**src/rtl/top_submap_decoder.sv**
```systemverilog
// top_submap_decoder: host strobe demux onto N_SLOTS submaps; define TOP_SUBMAP_DECODER_TIMEOUT_EN to error on slots that never ack
module top_submap_decoder #(
    parameter int N_SLOTS = 5,
    parameter int ADDR_W  = 5,
    parameter int DATA_W  = 32,
    parameter int TIMEOUT = 255
) (
    input  logic                      clk_i,
    input  logic                      rst_i,
    input  logic [ADDR_W-1:0]         h_adr_i,
    input  logic [DATA_W-1:0]         h_dat_i,
    input  logic                      h_wr_i,
    input  logic                      h_rd_i,
    output logic [DATA_W-1:0]         h_dat_o,
    output logic                      h_ack_o,
    output logic                      h_err_o,
    output logic                      h_busy_o,
    output logic [N_SLOTS-1:0]        s_wr_o,
    output logic [N_SLOTS-1:0]        s_rd_o,
    output logic [DATA_W-1:0]         s_dat_o,
    input  logic [N_SLOTS*DATA_W-1:0] s_dat_i,
    input  logic [N_SLOTS-1:0]        s_ack_i
);
    localparam int IW = ADDR_W - 2;
    localparam logic [1:0] IDLE = 2'd0, WAIT = 2'd1, RESP = 2'd2;
    logic [1:0]         state_q, state_d;
    logic [IW-1:0]      idx_q, idx_d, adr_idx;
    logic               wr_q, wr_d, ack_q, ack_d, err_q, err_d;
    logic [DATA_W-1:0]  wdat_q, wdat_d, rdat_q, rdat_d;
    logic [N_SLOTS-1:0] srd_q, srd_d, swr_q, swr_d, onehot;
    logic               hit, unused_bits;
    assign adr_idx     = h_adr_i[ADDR_W-1:2];
    assign onehot      = N_SLOTS'(1) << adr_idx;
    assign hit         = (h_rd_i ^ h_wr_i) && int'(adr_idx) < N_SLOTS;
    assign unused_bits = ^{h_adr_i[1:0], TIMEOUT};
`ifdef TOP_SUBMAP_DECODER_TIMEOUT_EN
    localparam int CW = $clog2(TIMEOUT + 1) > 8 ? $clog2(TIMEOUT + 1) : 8;
    logic [CW-1:0] cnt_q, cnt_d;
    logic          tmo;
    assign cnt_d = state_q == IDLE ? '0 : cnt_q + 1'b1;
    assign tmo   = cnt_q == CW'(TIMEOUT - 1);
    always_ff @(posedge clk_i) begin
        if (rst_i) cnt_q <= '0;
        else cnt_q <= cnt_d;
    end
`endif
    always_comb begin
        state_d = state_q;
        idx_d   = idx_q;
        wr_d    = wr_q;
        wdat_d  = wdat_q;
        rdat_d  = rdat_q;
        srd_d   = '0;
        swr_d   = '0;
        ack_d   = 1'b0;
        err_d   = 1'b0;
        if (state_q == IDLE && (h_rd_i || h_wr_i)) begin
            state_d = hit ? WAIT : RESP;
            err_d   = !hit;
            if (hit) begin
                idx_d  = adr_idx;
                wr_d   = h_wr_i;
                wdat_d = h_dat_i;
                srd_d  = h_rd_i ? onehot : '0;
                swr_d  = h_wr_i ? onehot : '0;
            end
        end else if (state_q == WAIT && s_ack_i[idx_q]) begin
            state_d = RESP;
            ack_d   = 1'b1;
            rdat_d  = wr_q ? rdat_q : s_dat_i[idx_q*DATA_W +: DATA_W];
        end
`ifdef TOP_SUBMAP_DECODER_TIMEOUT_EN
        else if (state_q == WAIT && tmo) begin
            state_d = RESP;
            err_d   = 1'b1;
        end
`endif
        else if (state_q == RESP) begin
            state_d = IDLE;
        end
    end
    always_ff @(posedge clk_i) begin
        if (rst_i) begin
            state_q <= IDLE;
            idx_q   <= '0;
            wr_q    <= 1'b0;
            wdat_q  <= '0;
            rdat_q  <= '0;
            srd_q   <= '0;
            swr_q   <= '0;
            ack_q   <= 1'b0;
            err_q   <= 1'b0;
        end else begin
            state_q <= state_d;
            idx_q   <= idx_d;
            wr_q    <= wr_d;
            wdat_q  <= wdat_d;
            rdat_q  <= rdat_d;
            srd_q   <= srd_d;
            swr_q   <= swr_d;
            ack_q   <= ack_d;
            err_q   <= err_d;
        end
    end
    assign h_dat_o  = rdat_q;
    assign h_ack_o  = ack_q;
    assign h_err_o  = err_q;
    assign h_busy_o = state_q != IDLE;
    assign s_rd_o   = srd_q;
    assign s_wr_o   = swr_q;
    assign s_dat_o  = wdat_q;
endmodule

```
**config.mk**
```make
export PLATFORM = sky130hd
export DESIGN_NAME = top_submap_decoder
export DESIGN_NICKNAME = d
export VERILOG_FILES = /design/src/rtl/top_submap_decoder.sv
export SDC_FILE = /design/constraint.sdc
export NUM_CORES = 1
export LEC_CHECK = 0
export CAP_MARGIN = 10
export CORE_ASPECT_RATIO = 1.5
export CORE_MARGIN = 3
export CORE_UTILIZATION = 35
export DETAILED_ROUTE_END_ITERATION = 8
export GPL_TIMING_DRIVEN = 0
export PLACE_DENSITY_LB_ADDON = 0.05
export SLEW_MARGIN = 5
export SYNTH_ARGS = -nofsm -noshare
export SYNTH_HDL_FRONTEND = slang
export SYNTH_SLANG_ARGS = --single-unit
```
**constraint.sdc**
```tcl
create_clock -name clk_i -period 3.8 [get_ports clk_i]
set_input_delay 0.57 -clock clk_i [delete_from_list [all_inputs] [get_ports clk_i]]
set_output_delay 0.57 -clock clk_i [all_outputs]
set_load 0.03 [all_outputs]
```
**Run 1: gate-type map**

The bar under the picture is 20 µm long.
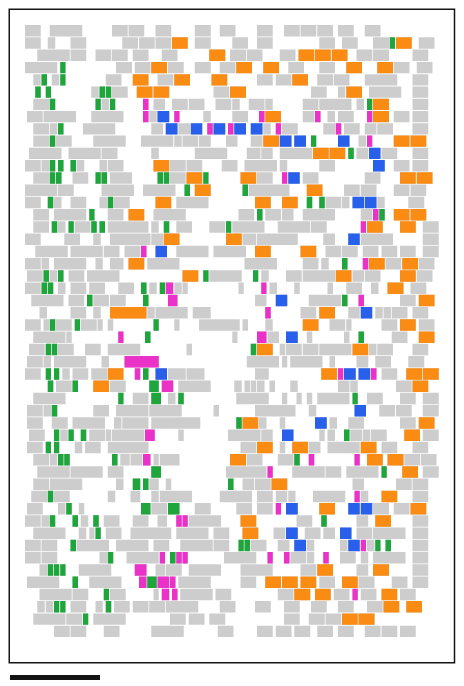
Blue shows AND-OR and OR-AND gates, cells 32. Orange shows multiplexers, cells 97. Magenta shows NOR gates, cells 51. Green shows NAND gates, cells 114, where widely spread.
tally of non-filler cells in the final layout: 990
logic gate fraction of the total cell area: 33.0%
most common cell after layout, fill and taps aside: sky130_fd_sc_hd__clkdlybuf4s50_1

**Run 1: zoomed window**

The bar under the picture is 10 µm long. Window x 54 to 94, y 16 to 56 µm. Cells in gray, sequential cells in the stronger gray; small squares are vias.
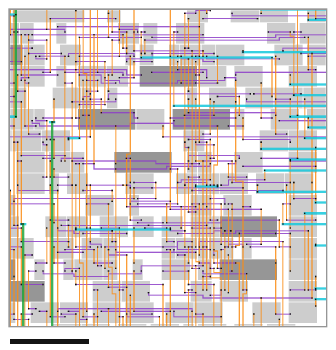
Orange shows met2. Green shows met4. Purple shows met1. Cyan shows met3.
Sequential cells in the window: 7. Most frequent: clkdlybuf4s50_1 (39), mux2i_1 (19). 116 logic cells have their middle in the window. Netlist names of flops here include h_dat_o (7).

**Run 1: routing congestion map**

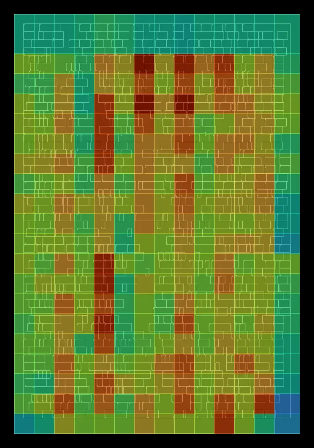
met2 Track Usage GR: 43.7%
met1 layer usage reported by global route: 24.3%
All-Layer GR Usage: 22.8%
Most Used Layer, Global Route: met2
post-route core utilization: 62.3%

**Run 1: met1 routing**

The bar under the picture is 20 µm long. Supply wires on this layer in gray.
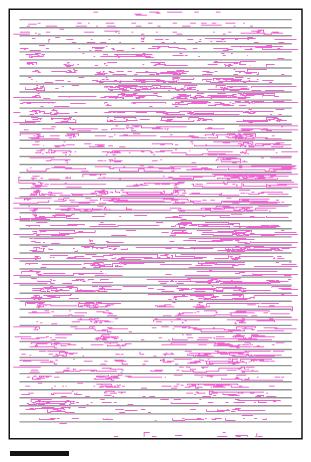
The wires run mostly horizontal. The layer carries 6380 µm of wire. 919 nets have wire on it.
Detailed Route WL: 17000 µm
via count of the routed design: 5029

==> results_slide.txt, run 1 <==
Implementation Results

Routing
  – Residual antenna-violating net count after detailed routing: 0

Timing
  – Slack of the critical path: 1.53 ns
  – Worst-case clock skew: 0.00458 ns
  – Worst hold slack after final layout: 0.454 ns
  – Setup TNS: 0 ns
  – Pins Over Slew Limit: 0
  – Slew at the pin closest to its max-slew limit: 0.606 ns

Setup path
  – Highest fanout seen on the critical path: 4
  – Crit. Startpoint: h_wr_i
  – Depth of the most critical reg-to-reg path: 6
  – Worst path bufs/invs: 2
  – Critical path start-end classification: primary input to register
  – Element type at the critical path start: primary input
  – CP max stage cell: sky130_fd_sc_hd__clkdlybuf4s50_1

Cells and area
  – Buffer count excluding the clock tree in the final layout: 328
  – Comb. cell area: 0.00257 mm²
  – Antenna diodes: 0
  – Sequential cell count: 82

Clock network
  – Maximum level of the CTS H-tree: 3
  – Cell at the root of the clock tree: sky130_fd_sc_hd__clkbuf_16
  – CTS Buf Count: 9
  – Bufs on Longest Clock Path: 2
  – Cts repair resizes: 0

Synthesis
  – Top area cell types: sky130_fd_sc_hd__dfxtp_1 (37%), sky130_fd_sc_hd__mux2i_1 (21%), sky130_fd_sc_hd__nand2_1 (8.9%)
  – Synth logic family: multiplexers
  – XORs/XNORs by Area: 0%
  – Post-synthesis adder-cell area fraction: 0.279%
  – Post-synth regs: 82
  – Primary flip-flop cell chosen by synthesis mapping: sky130_fd_sc_hd__dfxtp_1

Min path
  – Number of stages on the worst hold path: 2

Placement
  – Number of placed instances, taps included: 974
  – Placed instance area: 0.00748 mm²

Power and ir drop
  – Reported combinational group power: 0.756 mW
  – Cell Pwr Density: 333 mW/mm²
  – Leak Pwr: 3.13 nW
  – Clock Power Share: 35.0%
  – Net switching power figure: 0.751 mW

Status
  – Result of the run: finished clean

Floorplanning
  – Number of rows created at floorplan: 50

Global route
  – First-pass GRT wire length: 26100 µm
==> run 1: worst min-delay path, stage by stage, from the launching register on <==
cell	delay (ns)
sky130_fd_sc_hd__dfxtp_1	0.31
sky130_fd_sc_hd__nand2_1	0.05
sky130_fd_sc_hd__a21oi_1	0.05
==> run 1: sequential cells by signal, indices dropped and copies added (netlist names) <==
name	flops
wr_q	1
s_wr_o	5
h_err_o	1
s_dat_o	32
state_q	2
h_dat_o	32
idx_q	3
h_ack_o	1
s_rd_o	5
==> run 1: how the worst max path moves through the flow <==
stage	to	slack (ns)	depth (start not counted)
floorplan	s_wr_o[4]	2.03	6
global placement	idx_q[0]	1.27	8
detailed placement	s_dat_o[26]	1.19	8
CTS	s_dat_o[26]	1.53	8
global route	s_dat_o[23]	1.30	8
finish	s_wr_o[4]	1.53	7
--- run 2 (diff from run 1) ---
==> constraint.sdc (replaced) <==
create_clock -name clk_i -period 2.1 [get_ports clk_i]
set_input_delay 0.315 -clock clk_i [delete_from_list [all_inputs] [get_ports clk_i]]
set_output_delay 0.315 -clock clk_i [all_outputs]
set_load 0.03 [all_outputs]
==> results_slide.txt, run 2 <==
Implementation Results

Clock network
  – Maximum level of the CTS H-tree: 3
  – Cts repair resizes: 0
  – Cell at the root of the clock tree: sky130_fd_sc_hd__clkbuf_16
  – Bufs on Longest Clock Path: 2

Placement
  – Number of placed instances, taps included: 974
  – Placed instance area: 0.00748 mm²

Status
  – Result of the run: finished clean

Global route
  – Most Used Layer, Global Route: met2
  – All-Layer GR Usage: 22.8%
  – Met1 layer usage reported by global route: 24.3%

Setup path
  – Worst path bufs/invs: 1
  – Depth of the most critical reg-to-reg path: 6
  – Timing endpoint of the critical path: h_busy_o
  – CP Depth: 2
  – CP max stage cell: sky130_fd_sc_hd__clkdlybuf4s50_1
  – Crit. Startpoint: state_q[0]
  – Critical path start-end classification: register to output pin
  – Element type at the critical path start: register
  – Highest fanout seen on the critical path: 7

Synthesis
  – Post-synth regs: 82
  – Top area cell types: sky130_fd_sc_hd__dfxtp_1 (37%), sky130_fd_sc_hd__mux2i_1 (21%), sky130_fd_sc_hd__nand2_1 (8.9%)

Timing
  – Slew at the pin closest to its max-slew limit: 0.578 ns
  – Worst-case clock skew: 0.00698 ns
  – Worst hold slack after final layout: 0.405 ns
  – Slack of the critical path: 0.163 ns
  – Setup TNS: 0 ns

Floorplanning
  – Number of rows created at floorplan: 50

Cells and area
  – Post-route core utilization: 62.4%
  – Antenna diodes: 0
  – Tally of non-filler cells in the final layout: 990

Routing
  – Residual antenna-violating net count after detailed routing: 0

Power and ir drop
  – Cell Pwr Density: 602 mW/mm²
  – Leak Pwr: 3.15 nW
## run 2: cells by family after synthesis
kind of cell	synth area share [%]
simple gates	16.0
compound gates	19.1
mux	21.9
flops	36.6
buf+inv	6.10
fa+ha+maj	0.279
## run 2: cell type report
| class | count | area (µm²) |
|---|---|---|
| Timing Repair Buffer | 279 | 2790 |
| Fill cell | 1147 | 4700 |
| Sequential cell | 82 | 1640 |
| Inverter | 3 | 11.3 |
| Clock inverter | 6 | 72.6 |
| Buffer | 49 | 269 |
| Multi-Input combinational cell | 405 | 2590 |
| Clock buffer | 10 | 239 |
| Tap cell | 156 | 195 |
## run 2: where the power goes
part | total (mW) | internal (mW) | switching (mW)
registers | 1.69 | 1.64 | 0.0476
clock network | 1.64 | 0.969 | 0.673
logic | 1.37 | 0.732 | 0.639
total | 4.70 | 3.34 | 1.36
**Run 2: metal 3**

The bar under the picture is 20 µm long.
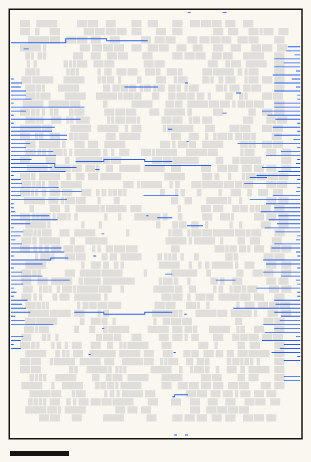
The wires run mostly horizontal. The layer carries 1280 µm of wire.
via count of the routed design: 5001
Global Route met3 Usage: 6.09%
Detailed Route WL: 17000 µm

**Run 2: zoomed window**

The bar under the picture is 10 µm long. Window x 54 to 94, y 16 to 56 µm. Cells in gray, sequential cells in the stronger gray; small squares are vias.
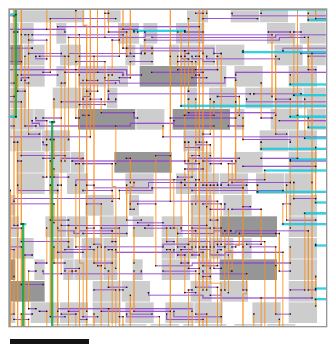
Orange shows met2. Green shows met4. Purple shows met1. Cyan shows met3.
116 logic cells have their middle in the window. Netlist names of flops here include h_dat_o (7). Most frequent: clkdlybuf4s50_1 (39), mux2i_1 (19). Sequential cells in the window: 7.

**Run 2: met1 routing**

The bar under the picture is 20 µm long. Supply wires on this layer in gray.
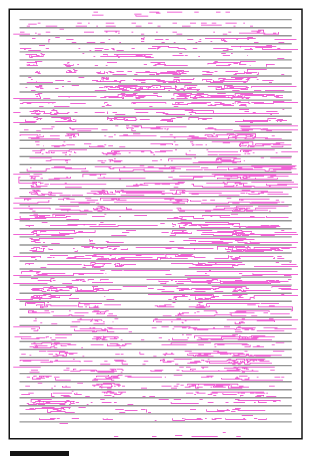
922 nets have wire on it. The wires run mostly horizontal.

--- run 3 (diff from run 2) ---
--- a/config.mk
+++ b/config.mk
@@ -5,6 +5,7 @@
 export SDC_FILE = /design/constraint.sdc
 export NUM_CORES = 1
 export LEC_CHECK = 0
+export ABC_CLOCK_PERIOD_IN_PS = 2100
 export CAP_MARGIN = 10
 export CORE_ASPECT_RATIO = 1.5
 export CORE_MARGIN = 3
@@ -12,7 +13,9 @@
 export DETAILED_ROUTE_END_ITERATION = 8
 export GPL_TIMING_DRIVEN = 0
 export PLACE_DENSITY_LB_ADDON = 0.05
+export SKIP_LAST_GASP = 1
 export SLEW_MARGIN = 5
 export SYNTH_ARGS = -nofsm -noshare
 export SYNTH_HDL_FRONTEND = slang
 export SYNTH_SLANG_ARGS = --single-unit
+export TNS_END_PERCENT = 100
==> results_slide.txt, run 3 <==
Implementation Results

Status
  – Result of the run: finished clean

Cells and area
  – Final-layout clock buffer total: 10
  – Largest cell class by area: non-clock buffers
  – Antenna diodes: 0
  – ClkCell Share: 3.99%
  – Buffer count excluding the clock tree in the final layout: 328
  – Count of multi-input combinational gates: 405

Timing
  – Slack of the critical path: 0.163 ns
  – Worst-case clock skew: 0.00698 ns
  – Worst hold slack after final layout: 0.405 ns
  – Pins Over Slew Limit: 0
  – Slew at the pin closest to its max-slew limit: 0.578 ns

Synthesis
  – Post-synthesis adder-cell area fraction: 0.279%
  – Post-synth regs: 82
  – Primary flip-flop cell chosen by synthesis mapping: sky130_fd_sc_hd__dfxtp_1
  – Top area cell types: sky130_fd_sc_hd__dfxtp_1 (37%), sky130_fd_sc_hd__mux2i_1 (21%), sky130_fd_sc_hd__nand2_1 (8.9%)
  – Mux share of post-synthesis cell area: 21.9%
  – Simple share: 16.0%

Global route
  – Met1 layer usage reported by global route: 24.3%
  – Most Used Layer, Global Route: met2

Setup path
  – Critical path start-end classification: register to output pin
  – Worst path bufs/invs: 1
  – CP max stage cell: sky130_fd_sc_hd__clkdlybuf4s50_1
  – Depth of the most critical reg-to-reg path: 6

Routing
  – Via count of the routed design: 5001
  – Detailed Route WL: 17000 µm
  – Residual antenna-violating net count after detailed routing: 0

Clock network
  – CTS Buf Count: 9
  – Maximum level of the CTS H-tree: 3

Floorplanning
  – Number of tapcells: 156

Min path
  – Number of stages on the worst hold path: 3
run 3: cell counts in the layout (fill, tap and decap cells not counted):
No cell type changed its count.
run 3: where the power goes:
part | internal [mW] | switching, mW
Sequential | 1.64 | 0.0476
Combinational | 0.732 | 0.639
Clock | 0.969 | 0.673
run 3: worst max path at each step:
| stage | end | slack (ns) | from | cells past startpoint |
|---|---|---|---|---|
| 5_1_grt | h_dat_o[29] | 0.02 | idx_q[2] | 6 |
| 6_report | h_busy_o | 0.16 | state_q[0] | 2 |
| 2_1_floorplan | h_dat_o[0] | 0.44 | idx_q[0] | 7 |
| 3_3_place_gp | idx_q[0] | -0.17 | h_wr_i | 8 |
| 4_1_cts | h_dat_o[23] | 0.05 | idx_q[1] | 6 |
| 3_5_place_dp | s_dat_o[26] | -0.25 | h_wr_i | 8 |
**Run 3: routing congestion map**

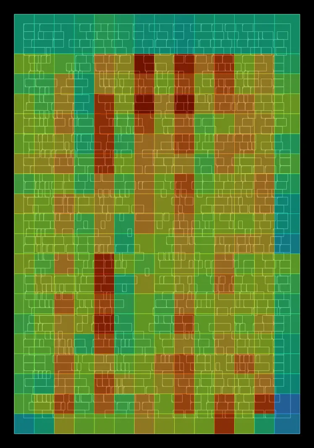
WL per Instance: 17.2 µm
post-route core utilization: 62.4%

**Run 3: zoomed window**

The bar under the picture is 10 µm long. Window x 54 to 94, y 16 to 56 µm. Cells in gray, sequential cells in the stronger gray; small squares are vias.
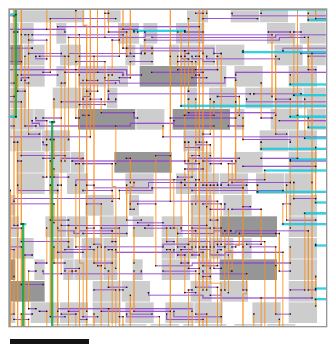
Orange shows met2. Cyan shows met3. Purple shows met1. Green shows met4.
Netlist names of flops here include h_dat_o (7). Most frequent: clkdlybuf4s50_1 (39), mux2i_1 (19). Sequential cells in the window: 7. 116 logic cells have their middle in the window.

**Run 3: metal 3**

The bar under the picture is 20 µm long.
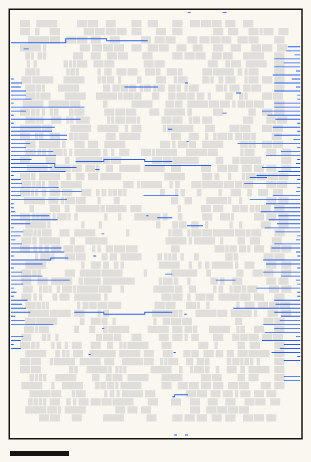
163 nets have wire on it. The layer holds 7.5% of the routed length.

Power and IR drop assume default switching activity.
